Design if_fetch, sky130hd; sources not shown.
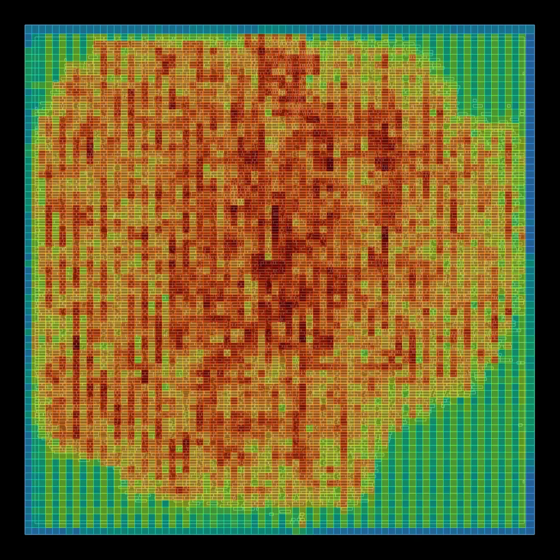
final_congestion.png
routed wire length per instance: 41.2 um
GR Util All Layers: 32.0%
met2 usage: 50.2%
M1 GR Usage: 42.5%

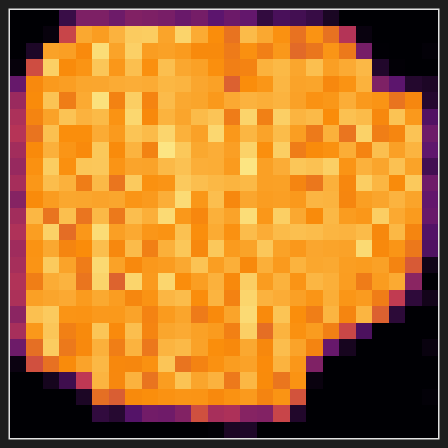
density.png
The die is cut into 26 by 26 equal tiles; black is low, pale yellow is high, 0 to 100% covered.
The emptiest ninth of the die: bottom right. The densest ninth of the die: middle. The mean over all tiles is 61%. 55% of the tiles are over 75% full. 15% of the tiles are nearly empty. The fullest tile reaches 94%.
Finished Core Util: 68.0%
Core Region: 241000 um^2
fp util: 60.4%

==> Slide: Implementation Results <==
Physical Implementation Snapshot

Outcome
  • Status: complete, no violations

STA
  • Endpoints failing hold: 0
  • Final Cycle Share: 69.8%
  • Final TNS setup: 0 ns
  • RSZ-0062 raised after global routing: no
  • Pins Over Slew Limit: 0
  • Tightest Pin Transition: 1.21 ns
  • Final Setup Violations: 0
  • Final worst slack: approximately 3.2 ns
  • Max Clock Freq: about 140 MHz
  • Worst slew margin: 19.4%
  • Fin crit period: approximately 7.3 ns

Clocking
  • Setup repair bufs after CTS: 0
  • Post-cts repair resize count: 0
  • Clk sink count: ~3.8k
  • H-tree depth: 5
  • Hold buffer count at CTS: 0
  • Root Driver: clkbuf_16
  • Latency at later pin: between 0.9 and 1 ns
  • TritonCTS Buffers: between 300 and 400
  • CTS tree: yes
  • Clock tree buffer depth: 4

Worst setup path
  • Worst Reg-to-Reg Cells: 11
  • CP max FO: approximately 100
  • Critical-path cell list: buf_12, mux4_2, mux4_2, a2bb2oi_1, a21oi_1, xnor2_1, o21ai_0, nor4b_2, and4_1, or3_4, mux2_2
  • Reg2reg setup slack: approximately 3.2 ns
  • CP Capture Type: register
  • Worst Path Arrival: a little over 8 ns
  • CP peak stage delay: about 1.1 ns
  • CP Class: reg2reg
  • Top cell by count, worst path: mux4_2
  • Crit-path slowest cell: dfrtp_4
  • Critical Path RT: approximately 11 ns

Synth
  • Yosys stat chip area: between 100000 and 150000 um^2
  • Seq/Total Area, Yosys: between 70% and 80%
  • Multiplexer share: between 10% and 20%
  • Yosys simple share: 1.90%
  • Post-synthesis compound-gate area fraction: under 10%
  • Synth Warn #: 0
  • Synth area leader: edfxtp_1
  • Ys async rst share: 5.01%
  • EDFF count, synth: 3584
  • Max-area cell share: about three quarters
  • Synth cell types: between 80 and 90
  • Top FF cell, synth: edfxtp_1
  • Post-Synthesis Cells: between 6k and 7k
  • Synth Register Bits: ~3.8k
  • Yosys cell count: roughly 6.4k
  • Dominant kind of combinational cell: multiplexers
  • XOR-XNOR Cells, Area Fraction: 0.120%
  • Yosys adder share: less than 1%
  • Top cells by area, synth: edfxtp_1, mux4_2, dfrtp_1
  • Mean post-synth cell area: 22.8 um^2

Placed design
  • Pre-CTS WS: between 3 and 4 ns
  • GPL Wtd Cong: slightly below 0.9
  • Dpl hpwl: between 200 and 250 mm
  • Buffers on Ports: approximately 160

Routing
  • Remaining DRCs: 0
  • First-pass DRT Iterations: 7
  • Antenna-violating nets left: 0
  • DR iter-0 viols: approximately 14k
  • Wirelength, routed: ~420 mm
  • Vias/cell: ~7.3
  • Via count: between 70k and 80k

Worst hold path
  • Hold Crit Class: reg2reg

Layout
  • Final #Nets: roughly 6.9k
  • Share of layout cells above drive strength 1: about 29%
  • Layout fillers: approximately 14k
  • P&R area growth vs syn: 12.7%
  • Max FFs per register: around 2k

Global routing
  • Pin count of the biggest net entering global routing: 145
  • Grt total ovfl: 0
  • Vias in the first global route: 75.6k
  • Global-route wire length before repair: 592 mm
  • Initial antenna violation count: 26

Power
  • Maximum VDD drop: about 0.21 mV
  • Pwr Density: between 200 and 250 nW/um^2
  • Leakage: 52.4 nW

Floorplan
  • I/O pins: approximately 170
  • Die width: ~500 um
  • Die area: approximately 260000 um^2
  • Die height: slightly above 500 um
  • Rows: ~180

Run
  • Maxcap violations: 0
  • OpenROAD warning count: between 40 and 50
==> cell type report <==
type / instances / area, um^2 / share of cell area [%]
Multi-Input combinational cell: 2228 / 31700 / 19.3
Timing Repair Buffer: 396 / 3890 / 2.37
Sequential cell: 3773 / 112000 / 68.5
Tap cell: 3185 / 3990 / 2.43
Inverter: 22 / 103 / 0.0626
Clock inverter: 168 / 1800 / 1.10
Clock buffer: 496 / 10100 / 6.14
Antenna cell: 6 / 15.0 / 0.00916
==> layer usage <==
metal | GRT usage [%] | wire, um
met2 | 50.2 | 201000
met3 | 8.02 | 60400
met4 | 15.9 | 26500
met1 | 42.5 | 135000
met5 | 0 | 32
==> synth_stat cells, types with 27 or more instances <==
| cell | n |
|---|---|
| a21oi_1 | 71 |
| a22oi_1 | 71 |
| a31oi_1 | 28 |
| buf_1 | 62 |
| buf_2 | 82 |
| buf_4 | 51 |
| buf_6 | 27 |
| clkbuf_1 | 132 |
| dfrtp_1 | 189 |
| edfxtp_1 | 3584 |
| mux2_1 | 33 |
| mux2_2 | 55 |
| mux2_4 | 27 |
| mux2i_1 | 155 |
| mux4_2 | 1004 |
| nand2_1 | 162 |
| nand3_1 | 59 |
| nor2_1 | 124 |
| o21ai_0 | 41 |
| o22ai_1 | 30 |
| or2_2 | 66 |
==> worst max-delay path, delay by kind of cell (launching register included) <==
kind                      cells  cell delay (ns)
xor gates and xnor gates      1             0.33
muxes                         3             1.38
and+or+nand+nor               3             2.18
AOI/OAI and AO/OA             3             1.32
DFF                           1             1.12
buffers and inverters         1             0.58
==> layout by cell type (no fill, tap or decap), types with 65 or more instances in the layout <==
| master | count |
|---|---|
| a22oi_1 | 71 |
| dfrtp_1 | 160 |
| clkbuf_1 | 102 |
| mux2i_1 | 155 |
| or2_2 | 66 |
| edfxtp_1 | 3584 |
| clkdlybuf4s50_1 | 136 |
| nand2_1 | 162 |
| a21oi_1 | 71 |
| nor2_4 | 65 |
| buf_4 | 185 |
| clkbuf_16 | 378 |
| mux4_2 | 1004 |
==> report_power, final <==
group	internal, mW	total (mW)	switching [mW]
sequential	17.1	17.4	0.238
clock	7.61	13.2	5.63
combinational	2.39	5.89	3.50
total	27.1	36.5	9.36
==> per-stage QoR <==
| stage | utilization, % | power (mW) | cells | instance area [um^2] | hold slack [ns] |
|---|---|---|---|---|---|
| 3_3_place_gp | 62.9 | 23.2 | 9584 | 152000 | 0.396 |
| 2_1_floorplan | - | 21.4 | 6380 | 146000 | 0.384 |
| 4_1_cts | 67.9 | 36.4 | 10300 | 164000 | 0.420 |
| 5_1_grt | 68.0 | 37.2 | 10300 | 164000 | 0.431 |
| 3_5_place_dp | 63.0 | 23.4 | 9591 | 152000 | 0.397 |
| 6_report | 68.0 | 36.5 | 10300 | 164000 | 0.422 |
==> cell families after synthesis <==
kind of cell,after synthesis
XOR/XNOR,20
flip-flops,3773
AND-OR/OR-AND,369
other,1
AND/OR/NAND/NOR,555
adder cells (fa/ha/maj),1
buffers and inverters,379
multiplexers,1279
Power is estimated from default activity; no workload was simulated.
